==> images/met2.png <==
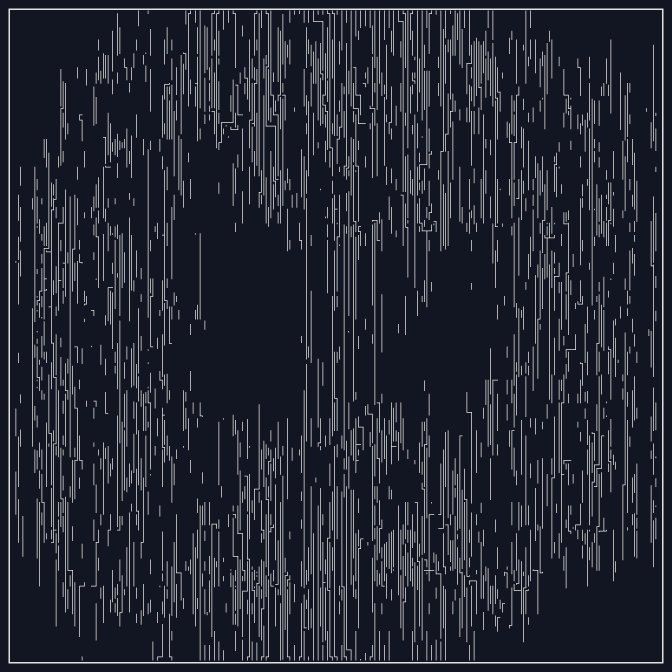
==> images/density.png <==
13 x 13 tiles, from white (low) to dark blue (high), 0 to 100% covered.
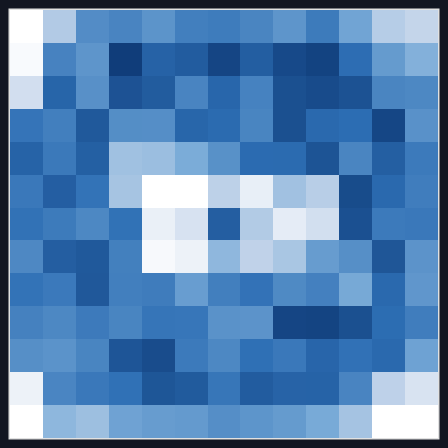
==> images/final_congestion.png <==
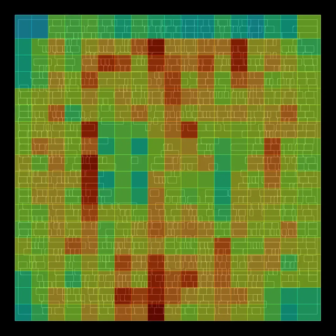
<file path="src/rtl/riscv_pkg.sv">
// Shared constants, ALU opcodes and ID/EX stage state encoding.
// The optional operand forwarding path is enabled by ID_EX_FORWARDING_EN.
package riscv_pkg;

  localparam int XLEN   = 32;
  localparam int REG_AW = 5;

  localparam logic [3:0] ALU_ADD = 4'b0000;
  localparam logic [3:0] ALU_SUB = 4'b0001;
  localparam logic [3:0] ALU_OR  = 4'b0010;
  localparam logic [3:0] ALU_SLL = 4'b0011;

  typedef enum logic [1:0] {
    ST_EMPTY = 2'd0,
    ST_FULL  = 2'd1,
    ST_SKID  = 2'd2
  } stage_state_e;

endpackage

</file>
<file path="src/rtl/operand_fwd_mux.sv">
// Operand selector: immediate, MEM/WB forwarded value, or register data.
// Forwarding is compiled in only when ID_EX_FORWARDING_EN is defined.
module operand_fwd_mux #(
  parameter int XLEN   = 32,
  parameter int REG_AW = 5
) (
  input  logic [REG_AW-1:0] rs_addr_i,
  input  logic [XLEN-1:0]   rs_data_i,
  input  logic              use_imm_i,
  input  logic [XLEN-1:0]   imm_i,
  input  logic              fwd_mem_we_i,
  input  logic [REG_AW-1:0] fwd_mem_rd_i,
  input  logic [XLEN-1:0]   fwd_mem_data_i,
  input  logic              fwd_wb_we_i,
  input  logic [REG_AW-1:0] fwd_wb_rd_i,
  input  logic [XLEN-1:0]   fwd_wb_data_i,
  output logic [XLEN-1:0]   op_o
);

`ifdef ID_EX_FORWARDING_EN
  logic nz;
  logic mem_hit;
  logic wb_hit;

  assign nz      = rs_addr_i != '0;
  assign mem_hit = fwd_mem_we_i && (fwd_mem_rd_i == rs_addr_i) && nz;
  assign wb_hit  = fwd_wb_we_i && (fwd_wb_rd_i == rs_addr_i) && nz;

  // Immediate beats forwarding; MEM is younger than WB so it wins.
  always_comb begin
    op_o = rs_data_i;
    unique case (1'b1)
      use_imm_i:                       op_o = imm_i;
      !use_imm_i && mem_hit:           op_o = fwd_mem_data_i;
      !use_imm_i && !mem_hit && wb_hit: op_o = fwd_wb_data_i;
      default:                         op_o = rs_data_i;
    endcase
  end
`else
  logic unused_fwd;

  assign unused_fwd = ^{rs_addr_i, fwd_mem_we_i, fwd_mem_rd_i,
                        fwd_mem_data_i, fwd_wb_we_i, fwd_wb_rd_i,
                        fwd_wb_data_i};

  assign op_o = use_imm_i ? imm_i : rs_data_i;
`endif

endmodule

</file>
<file path="src/rtl/id_ex_stage.sv">
// ID/EX pipeline register: two-entry skid buffer with operand selection.
// Define ID_EX_FORWARDING_EN to forward MEM/WB results into the operands.
module id_ex_stage
  import riscv_pkg::*;
#(
  parameter int XLEN   = riscv_pkg::XLEN,
  parameter int REG_AW = riscv_pkg::REG_AW
) (
  input  logic              clk_i,
  input  logic              reset_n_i,
  input  logic              flush_i,
  input  logic              valid_i,
  output logic              ready_o,
  input  logic [3:0]        alu_op_i,
  input  logic [REG_AW-1:0] rs1_addr_i,
  input  logic [REG_AW-1:0] rs2_addr_i,
  input  logic [XLEN-1:0]   rs1_data_i,
  input  logic [XLEN-1:0]   rs2_data_i,
  input  logic [XLEN-1:0]   imm_i,
  input  logic              alu_src_i,
  input  logic [REG_AW-1:0] rd_addr_i,
  input  logic              reg_write_i,
  input  logic              fwd_mem_we_i,
  input  logic [REG_AW-1:0] fwd_mem_rd_i,
  input  logic [XLEN-1:0]   fwd_mem_data_i,
  input  logic              fwd_wb_we_i,
  input  logic [REG_AW-1:0] fwd_wb_rd_i,
  input  logic [XLEN-1:0]   fwd_wb_data_i,
  output logic              valid_o,
  input  logic              ready_i,
  output logic [3:0]        alu_op_o,
  output logic [XLEN-1:0]   a_o,
  output logic [XLEN-1:0]   b_o,
  output logic [REG_AW-1:0] rd_addr_o,
  output logic              reg_write_o,
  output logic [15:0]       stall_cnt_o
);

  typedef struct packed {
    logic [3:0]        op;
    logic [XLEN-1:0]   a;
    logic [XLEN-1:0]   b;
    logic [REG_AW-1:0] rd;
    logic              we;
  } entry_t;

  stage_state_e state_q;
  entry_t       out_q;
  entry_t       skid_q;
  entry_t       new_d;
  logic         valid_q;
  logic         ready_q;
  logic [15:0]  stall_q;
  logic         accept;
  logic         xfer;
  logic [XLEN-1:0] op_a;
  logic [XLEN-1:0] op_b;

  operand_fwd_mux #(.XLEN(XLEN), .REG_AW(REG_AW)) u_mux_a (
    .rs_addr_i      (rs1_addr_i),
    .rs_data_i      (rs1_data_i),
    .use_imm_i      (1'b0),
    .imm_i          (imm_i),
    .fwd_mem_we_i   (fwd_mem_we_i),
    .fwd_mem_rd_i   (fwd_mem_rd_i),
    .fwd_mem_data_i (fwd_mem_data_i),
    .fwd_wb_we_i    (fwd_wb_we_i),
    .fwd_wb_rd_i    (fwd_wb_rd_i),
    .fwd_wb_data_i  (fwd_wb_data_i),
    .op_o           (op_a)
  );

  operand_fwd_mux #(.XLEN(XLEN), .REG_AW(REG_AW)) u_mux_b (
    .rs_addr_i      (rs2_addr_i),
    .rs_data_i      (rs2_data_i),
    .use_imm_i      (alu_src_i),
    .imm_i          (imm_i),
    .fwd_mem_we_i   (fwd_mem_we_i),
    .fwd_mem_rd_i   (fwd_mem_rd_i),
    .fwd_mem_data_i (fwd_mem_data_i),
    .fwd_wb_we_i    (fwd_wb_we_i),
    .fwd_wb_rd_i    (fwd_wb_rd_i),
    .fwd_wb_data_i  (fwd_wb_data_i),
    .op_o           (op_b)
  );

  assign accept = valid_i && ready_q;
  assign xfer   = valid_q && ready_i;

  always_comb begin
    new_d    = '0;
    new_d.op = alu_op_i;
    new_d.a  = op_a;
    new_d.b  = op_b;
    new_d.rd = rd_addr_i;
    new_d.we = reg_write_i;
  end

  // Stall counter keeps running across flushes; only reset clears it.
  always_ff @(posedge clk_i) begin
    if (!reset_n_i) begin
      state_q <= ST_EMPTY;
      out_q   <= '0;
      skid_q  <= '0;
      valid_q <= 1'b0;
      ready_q <= 1'b1;
      stall_q <= '0;
    end else begin
      if (valid_q && !ready_i && stall_q != 16'hFFFF) begin
        stall_q <= stall_q + 16'd1;
      end
      if (flush_i) begin
        state_q <= ST_EMPTY;
        valid_q <= 1'b0;
        ready_q <= 1'b1;
      end else begin
        unique case (state_q)
          ST_EMPTY: begin
            if (accept) begin
              out_q   <= new_d;
              valid_q <= 1'b1;
              state_q <= ST_FULL;
            end
          end
          ST_FULL: begin
            if (accept && xfer) begin
              out_q <= new_d;
            end else if (accept) begin
              skid_q  <= new_d;
              ready_q <= 1'b0;
              state_q <= ST_SKID;
            end else if (xfer) begin
              valid_q <= 1'b0;
              state_q <= ST_EMPTY;
            end
          end
          ST_SKID: begin
            if (xfer) begin
              out_q   <= skid_q;
              ready_q <= 1'b1;
              state_q <= ST_FULL;
            end
          end
          default: begin
            state_q <= ST_EMPTY;
            valid_q <= 1'b0;
            ready_q <= 1'b1;
          end
        endcase
      end
    end
  end

  assign ready_o     = ready_q;
  assign valid_o     = valid_q;
  assign alu_op_o    = out_q.op;
  assign a_o         = out_q.a;
  assign b_o         = out_q.b;
  assign rd_addr_o   = out_q.rd;
  assign reg_write_o = out_q.we;
  assign stall_cnt_o = stall_q;

endmodule

</file>
<file path="config.mk">
export PLATFORM = sky130hd
export DESIGN_NAME = id_ex_stage
export DESIGN_NICKNAME = d
export VERILOG_FILES = /design/src/rtl/riscv_pkg.sv /design/src/rtl/operand_fwd_mux.sv /design/src/rtl/id_ex_stage.sv
export SDC_FILE = /design/constraint.sdc
export NUM_CORES = 1
export LEC_CHECK = 0
export CAP_MARGIN = 40
export CORE_UTILIZATION = 48
export DETAILED_ROUTE_END_ITERATION = 12
export HOLD_SLACK_MARGIN = 0.12
export PLACE_DENSITY = 0.89
export RECOVER_POWER = 100
export SKIP_CTS_REPAIR_TIMING = 1
export SLEW_MARGIN = 20
export SYNTH_ARGS = -nofsm -noshare
export SYNTH_HDL_FRONTEND = slang
export SYNTH_SLANG_ARGS = --single-unit
</file>
<file path="constraint.sdc">
create_clock -name clk_i -period 4.7 [get_ports clk_i]
set_input_delay 0.705 -clock clk_i [delete_from_list [all_inputs] [get_ports clk_i]]
set_output_delay 0.705 -clock clk_i [all_outputs]
set_load 0.02 [all_outputs]
</file>
==> results.json <==
{
  "tool_warnings": 112,
  "antenna_left": 0,
  "cp-end-kind": "register",
  "yosysCellCount": 876,
  "place_inst": 1191,
  "hold_viol_final": 0,
  "finalClockPeriodUsage": 0.735,
  "cts_tree": "built",
  "lay_top_cells": "dfxtp_1, a21oi_1, clkdlybuf4s50_1, nand2_1, dlygate4sd3_1",
  "drt_iter0_markers": 425,
  "seqCellArea_sq_um": 3360,
  "combGateArea_sq_um": 3740,
  "synth-edff-count": 0,
  "cts_max_path_buffers": 2,
  "gp_congestion": 0.803,
  "tns_ps": 0,
  "path_max_fanout": 56,
  "cts-htree-levels": 4,
  "fin_crit_ps": 3460,
  "powerDensity_nw_per_um2": 339,
  "drive_gt1_frac": 0.0454,
  "nFillCells": 1248,
  "slew_violations": 0,
  "row_count": 45,
  "yosys-top-cells-count": "dfxtp_1, a21oi_1, nand2_1",
  "crit_type": "input pin to register",
  "antenna_found_initial": 0,
  "maxCapViolCount": 0,
  "syn_to_final_growth_pct": 35.0,
  "p_leak_uw": 0.00406,
  "fp_nets": 1075,
  "grt-ovfl-total": 0,
  "port_buffers": 203,
  "yosys.cell_types.count": 40,
  "slew_headroom": 0.195,
  "startpoint_type": "input pin",
  "dp_hpwl_microns": 11900,
  "die-height_microns": 127,
  "final_nets": 1222,
  "fmax_mhz": 289,
  "critical_path_buf_inv_count": 2,
  "setup_viol": 0,
  "status": "finished clean",
  "grt_max_degree": 94,
  "crit_family": "AND-OR/OR-AND gates",
  "numCtsBuffers": 17,
  "syn_inst": 876,
  "postSynthSeqShare": 0.448,
  "worst_slack_ps": 1240
}
Notes on met2.png above:
nets with wire on the layer: 949
share of all routed wire: 48%
met2 Usage GRT: 0.385
DR vias: 6964
detailed-route wire length: 19100 microns

Notes on density.png above:
nearly empty tiles: 3.6%
emptiest ninth of the die: middle
tiles over 75% full: 30%
fullest tile: 95%
final core utilization: 0.666
total core area: 15200 sq um

Notes on final_congestion.png above:
GRT Util Overall: 0.232
M3 GR Usage: 0.0528
GRT met1 Usage: 0.291

[final cells by class]
type                            count  area share
Sequential cell                   168       0.332
Clock inverter                     10      0.0162
Timing Repair Buffer              214       0.210
Inverter                            2    0.000989
Clock buffer                       22      0.0478
Tap cell                          188      0.0232
Multi-Input combinational cell    620       0.369
[where the power goes]
group | internal, uW | switching, uW | total, uW | leakage, uW
logic | 200 | 222 | 422 | 0.00238
registers | 1470 | 22.7 | 1490 | 0.00136
clock network | 950 | 563 | 1510 | 0.000317
total | 2620 | 808 | 3430 | 0.00406
[per-layer routing]
metal  wire length (microns)  global-route usage  vias to the layer above  part of all wire
met5                       0                   0                        -                 0
met4                     481               0.100                        0             0.025
met3                    1110              0.0528                       35             0.058
met2                    9210               0.385                      220              0.48
met1                    8270               0.291                     3253              0.43
li1                        -                   -                     3456                 -
[worst min-delay path: cells and delay by family, from the launching register on]
family,cells,cell delay (ps)
AOI/OAI and AO/OA,1,50
DFF,1,310
and+or+nand+nor,1,50
[registers in the layout (all words and copies together), names as in the netlist]
signal / flops
b_o: 32
a_o: 32
state_q: 2
skid_q: 74
rd_addr_o: 5
reg_write_o: 1
alu_op_o: 4
valid_o: 1
ready_o: 1
stall_cnt_o: 16
[cell families after synthesis]
group | share of synthesized area
fa+ha+maj | 0.00167
compound gates | 0.235
mux | 0.104
buf+inv | 0.0529
xor+xnor | 0.00234
flops | 0.448
simple gates | 0.156
[worst paths after layout]
path,startpoint,end,cells after the start
worst max register to register,state_q[0],b_o[8],5
worst min register to register,skid_q[66],skid_q[66],2
worst max-delay path,ready_i,b_o[8],6
worst min-delay path,skid_q[66],skid_q[66],2
[per-stage QoR]
step                hold slack (ps)   util
finish                          452  0.666
global route                    467  0.666
CTS                             454  0.666
detailed placement              446  0.624
global placement                440  0.624
floorplan                       436      -
Power is estimated from default activity; no workload was simulated.
